File: config.mk
export PLATFORM = sky130hd
export DESIGN_NAME = phy_tx_lane_scheduler
export DESIGN_NICKNAME = d
export VERILOG_FILES = /design/src/rtl/phy_tx_pkg.sv /design/src/rtl/phy_tx_lane_scheduler_rr_arbiter4.sv /design/src/rtl/phy_tx_lane_scheduler.sv
export SDC_FILE = /design/constraint.sdc
export NUM_CORES = 1
export LEC_CHECK = 0
export CAP_MARGIN = 10
export CORE_MARGIN = 2
export CORE_UTILIZATION = 40
export DETAILED_ROUTE_END_ITERATION = 10
export GPL_TIMING_DRIVEN = 0
export PLACE_DENSITY = 0.86
export SKIP_CTS_REPAIR_TIMING = 1
export SYNTH_ARGS = -nofsm -noshare
export SYNTH_HDL_FRONTEND = slang
export SYNTH_SLANG_ARGS = --single-unit
File: constraint.sdc
create_clock -name clk_32f -period 1.8 [get_ports clk_32f]
set_input_delay 0.54 -clock clk_32f [delete_from_list [all_inputs] [get_ports clk_32f]]
set_output_delay 0.54 -clock clk_32f [all_outputs]
set_load 0.005 [all_outputs]
File: src/rtl/phy_tx_pkg.sv
// Shared types and constants for the PHY transmit lane scheduler.
// Link bring-up state encoding, default K-characters and lane count.
package phy_tx_pkg;

    typedef enum logic [1:0] {
        RESET  = 2'd0,
        SYNC   = 2'd1,
        ACTIVE = 2'd2
    } state_e;

    localparam logic [7:0] IDLE_COM  = 8'hBC;
    localparam logic [7:0] SKIP_CHAR = 8'h1C;
    localparam int         NUM_LANES = 4;

endpackage

File: src/rtl/phy_tx_lane_scheduler_rr_arbiter4.sv
// Purpose: combinational 4-way round-robin pick starting at rr_ptr.
// Latency: zero cycles (pure combinational).
// Backpressure: none; the caller decides when a grant is consumed.
module rr_arbiter4 (
    input  logic [3:0] valid,
    input  logic [1:0] rr_ptr,
    output logic [1:0] grant,
    output logic       any_valid
);

    // Walk offsets from farthest to nearest so the nearest valid lane wins.
    always_comb begin
        grant     = rr_ptr;
        any_valid = 1'b0;
        for (int k = 3; k >= 0; k--) begin
            if (valid[rr_ptr + 2'(k)]) begin
                grant     = rr_ptr + 2'(k);
                any_valid = 1'b1;
            end
        end
    end

endmodule

File: src/rtl/phy_tx_lane_scheduler.sv
// Purpose: link bring-up FSM plus round-robin byte scheduler feeding the TX serializer (SKIP_INSERT_EN adds periodic SKIP slots).
// Latency: one byte per BIT_CYCLES clk_32f cycles; load/ack pulse the cycle after each byte boundary.
// Backpressure: none upstream; a lane pops only when its one-cycle ack pulses, inputs are sampled at boundaries only.
module phy_tx_lane_scheduler #(
    parameter int         BIT_CYCLES    = 8,
    parameter int         SYNC_COUNT    = 4,
    parameter int         SKIP_INTERVAL = 16,
    parameter logic [7:0] SKIP_CHAR     = phy_tx_pkg::SKIP_CHAR
) (
    input  logic       clk_32f,
    input  logic       rst,
    input  logic       tx_en,
    input  logic [7:0] IDLE,
    input  logic [7:0] in0,
    input  logic [7:0] in1,
    input  logic [7:0] in2,
    input  logic [7:0] in3,
    input  logic       valid_in0,
    input  logic       valid_in1,
    input  logic       valid_in2,
    input  logic       valid_in3,
    output logic [7:0] data_out,
    output logic       data_k,
    output logic       load,
    output logic [1:0] lane_sel,
    output logic [3:0] ack,
    output logic       link_active
);
    import phy_tx_pkg::*;

    localparam int         BW        = (BIT_CYCLES > 2) ? $clog2(BIT_CYCLES) : 1;
    localparam logic [1:0] ST_RESET  = RESET;
    localparam logic [1:0] ST_SYNC   = SYNC;
    localparam logic [1:0] ST_ACTIVE = ACTIVE;

    if (BIT_CYCLES < 2 || BIT_CYCLES > 16 || (BIT_CYCLES & (BIT_CYCLES - 1)) != 0) begin : g_bad_bit_cycles
        $error("BIT_CYCLES must be a power of two in 2..16");
    end
    if (SYNC_COUNT < 1 || SYNC_COUNT > 255) begin : g_bad_sync_count
        $error("SYNC_COUNT must be in 1..255");
    end
    if (SKIP_INTERVAL < 2) begin : g_bad_skip_interval
        $error("SKIP_INTERVAL must be at least 2");
    end

    logic [BW-1:0] bit_cnt;
    logic [7:0]    sync_cnt;
    logic [1:0]    rr_ptr;
    logic [1:0]    state;
    logic [1:0]    grant;
    logic          any_valid;
    logic          boundary;
    logic          skip_slot;
    logic [3:0]    lane_vld;
    logic [7:0]    lane_dat [NUM_LANES];

    assign boundary = (bit_cnt == BW'(BIT_CYCLES - 1));
    assign lane_vld = {valid_in3, valid_in2, valid_in1, valid_in0};
    assign lane_dat[0] = in0;
    assign lane_dat[1] = in1;
    assign lane_dat[2] = in2;
    assign lane_dat[3] = in3;

    rr_arbiter4 u_arb (
        .valid     (lane_vld),
        .rr_ptr    (rr_ptr),
        .grant     (grant),
        .any_valid (any_valid)
    );

`ifdef SKIP_INSERT_EN
    logic [15:0] slot_cnt;

    assign skip_slot = (slot_cnt == 16'(SKIP_INTERVAL - 1));

    // Counts ACTIVE slots only; any boundary outside ACTIVE (or leaving it) restarts the spacing.
    always_ff @(posedge clk_32f or negedge rst) begin
        if (!rst) begin
            slot_cnt <= '0;
        end else if (boundary) begin
            if (state != ST_ACTIVE || !tx_en || skip_slot)
                slot_cnt <= '0;
            else
                slot_cnt <= slot_cnt + 16'd1;
        end
    end
`else
    assign skip_slot = 1'b0;
`endif

    always_ff @(posedge clk_32f or negedge rst) begin
        if (!rst) begin
            bit_cnt     <= '0;
            sync_cnt    <= '0;
            rr_ptr      <= '0;
            state       <= ST_RESET;
            data_out    <= '0;
            data_k      <= 1'b0;
            load        <= 1'b0;
            lane_sel    <= '0;
            ack         <= '0;
            link_active <= 1'b0;
        end else begin
            bit_cnt <= bit_cnt + 1'b1;
            load    <= 1'b0;
            ack     <= '0;
            if (boundary) begin
                // Every byte defaults to the comma; only a granted payload slot overrides it.
                load     <= 1'b1;
                data_out <= IDLE;
                data_k   <= 1'b1;
                case (state)
                    ST_RESET: state <= ST_SYNC;
                    ST_SYNC: begin
                        if (!tx_en) begin
                            sync_cnt <= '0;
                        end else if (sync_cnt == 8'(SYNC_COUNT - 1)) begin
                            state       <= ST_ACTIVE;
                            link_active <= 1'b1;
                            sync_cnt    <= '0;
                        end else begin
                            sync_cnt <= sync_cnt + 8'd1;
                        end
                    end
                    ST_ACTIVE: begin
                        if (!tx_en) begin
                            state       <= ST_SYNC;
                            link_active <= 1'b0;
                            sync_cnt    <= '0;
                        end else if (skip_slot) begin
                            data_out <= SKIP_CHAR;
                        end else if (any_valid) begin
                            data_out <= lane_dat[grant];
                            data_k   <= 1'b0;
                            lane_sel <= grant;
                            ack      <= 4'b0001 << grant;
                            rr_ptr   <= grant + 2'd1;
                        end
                    end
                    default: state <= ST_RESET;
                endcase
            end
        end
    end

endmodule

==> Slide: Implementation Results <==
Run Summary

Route
  – Vias per cell: 5.60
  – Via total after detailed routing: 1709
  – DRC violation count after routing: 0
  – 1st-pass router iterations: 4
  – Met2 Wirelength: 2480 um
  – Uppermost layer routed: met4
  – Met3 wire length: 250 um

Pwr
  – Power of the clock network: 0.000578 W
  – Sequential cell power: 0.000753 W
  – Part of the power in registers: 46.2%
  – Switching power: 0.000433 W
  – Share of total power in combinational logic: 18.4%
  – Leak: 1.16 nW

Clock network
  – Clock Tree Root: sky130_fd_sc_hd__clkbuf_8
  – CTS H-Tree Depth: 2
  – # clock sinks: 32
  – Clock Pin Slew Worst Setup and Hold Paths: 0.07 ns
  – Clock insertion delay at the later pin of the skew report: 0.29 ns
  – CTS tree: yes

Critical path
  – Crit path max-delay family: AND-OR/OR-AND gates
  – CP endpoint: data_out[7]
  – Required @ worst endpoint: 1.96 ns
  – Depth of the worst register-to-register path: 6
  – Kind of critical path: flip-flop to flip-flop
  – Startpoint of the most critical register-to-register path: rr_ptr[1]
  – Data arrival time of the worst path: 1.97 ns
  – CP Launch Type: flip-flop
  – Cell breakdown of the critical path: o22ai_1 -> a221o_1 -> buf_6 -> or2_4 -> mux2i_1 -> o211ai_1
  – Worst Setup SP: rr_ptr[1]
  – Crit path largest cell delay: 0.43 ns
  – Slowest library cell on the worst path: sky130_fd_sc_hd__dfrtp_2

Cells and area
  – Util after Layout: 62.5%
  – Footprint of the multi-input gates: 950 sq um
  – Sequential fraction of total cell area: 29.9%
  – Registers: 32
  – Number of non-clock buffers in the layout: 76
  – Largest registers: data_out x8, sync_cnt x8, ack x4
  – NumNets Final: 302
  – Most frequent logic cells in the routed design: sky130_fd_sc_hd__clkdlybuf4s50_1, sky130_fd_sc_hd__dfrtp_1, sky130_fd_sc_hd__o211ai_1
  – Inverters: 4

Yosys
  – Mapped Avg Cell Area: 9.87 sq um
  – Post-synthesis chip area from yosys: 0.00175 sq mm
  – Cell accounting for the most synthesized area: sky130_fd_sc_hd__dfrtp_1
  – Synthesized-area fraction occupied by and/or/nand/nor cells: 18.9%
  – Dominant comb cell: AND-OR/OR-AND gates
  – Area fraction in xor and xnor cells: 3.51%
  – Top cell area share: 45.8%
  – Library cell with the highest instance count after synthesis: sky130_fd_sc_hd__dfrtp_1
  – Post-synth EDFFs: 0
  – Top cells, area: sky130_fd_sc_hd__dfrtp_1, sky130_fd_sc_hd__o211ai_1, sky130_fd_sc_hd__mux2i_1

STA
  – Post-route clock period utilization: 101%
  – Worst relative slew slack: 54.2%
  – Final setup slack of the worst path: -0.0148 ns
  – Peak Freq: 0.551 GHz
  – # setup viols final: 2
  – Hold Slack: 0.283 ns
  – Final total negative setup slack: -0.0149 ns
  – Clock period minus worst slack: 1.81 ns
  – Worst slew pin tran: 0.687 ns
  – Setup repair after global routing missed its margin: true

GRT
  – Initial antenna violation count: 0
  – Wire length of the first global-routing pass: 7680 um
  – GR Layer Usage met1: 24.3%
  – Met3 demand-to-capacity share in global routing: 4.47%
  – Global route total overflow: 0
  – Met2 routing resource usage after global routing: 32.7%

Place
  – Routability cong.: 0.850
  – Minimum setup slack after placement: -0.877 ns
  – Hpwl dp: 3320 um

Floorplan
  – Vert. Die Dim: 70.1 um
  – Tap cell count: 52
  – Std cell rows: 24
  – Core region area: 0.00429 sq mm
  – Die area: 0.00491 sq mm

Status
  – Outcome: complete, but fails checks
  – Violations in the final reports: setup timing
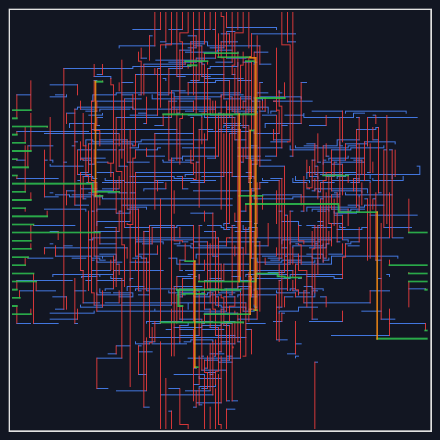
(routed metal, one color a layer)
(6 px per um)
M2 -> red  # wire length 2480 um
M4 -> orange  # wire length 159 um
M3 -> green  # wire length 251 um
M1 -> blue  # wire length 2030 um
Final Routed Wirelength: 4920 um
average detailed-routed wire length per instance: 16.1 um
GRT Resource Usage Total: 19.4%

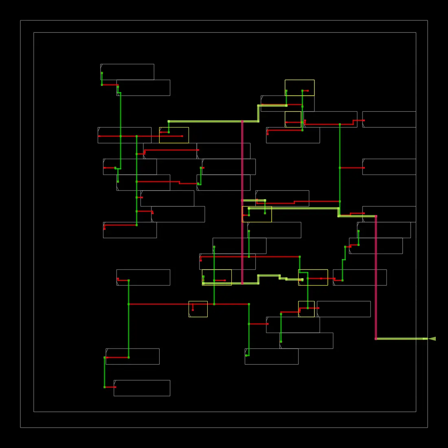
(the clock network)
TritonCTS buffer count: 5
clkbuf count: 5
worst-case clock skew: 0.00490 ns

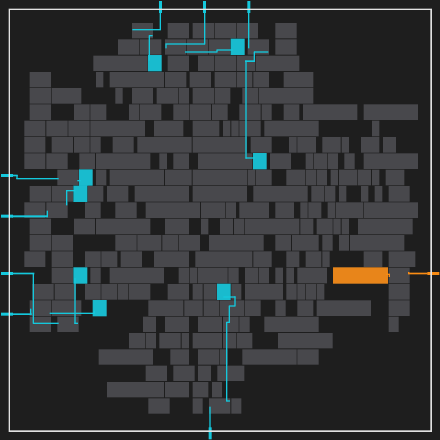
(wires at chosen ports, followed through buffers)
(6 px per um)
load -> orange  # bits 1, direction output, edge east, end cells 1, buffers 1, wire 4.00 um
IDLE -> cyan  # bits 8, direction input, edge 4 west, 3 north, 1 south, end cells 8, buffers 8, wire 140 um
I/O pins: 64
I/O Buffers: 63

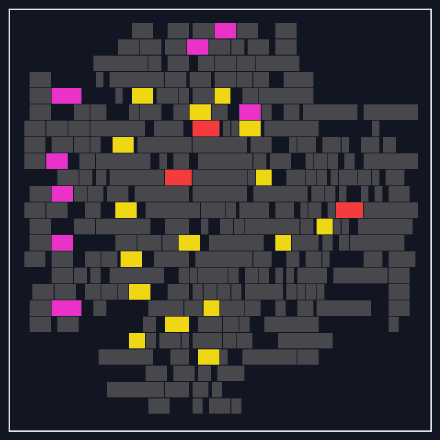
(selected gate families)
(6 px per um)
mux cells -> magenta  # cells 8
non-inverting ao/oa cells -> yellow  # cells 16
fa/ha/maj cells -> red  # cells 3
share of the final layout cell area in multi-input gates: 35.4%
Commonest Layout Cell: sky130_fd_sc_hd__clkdlybuf4s50_1
non-filler cells in the finished layout: 305

Power is estimated from default activity; no workload was simulated.
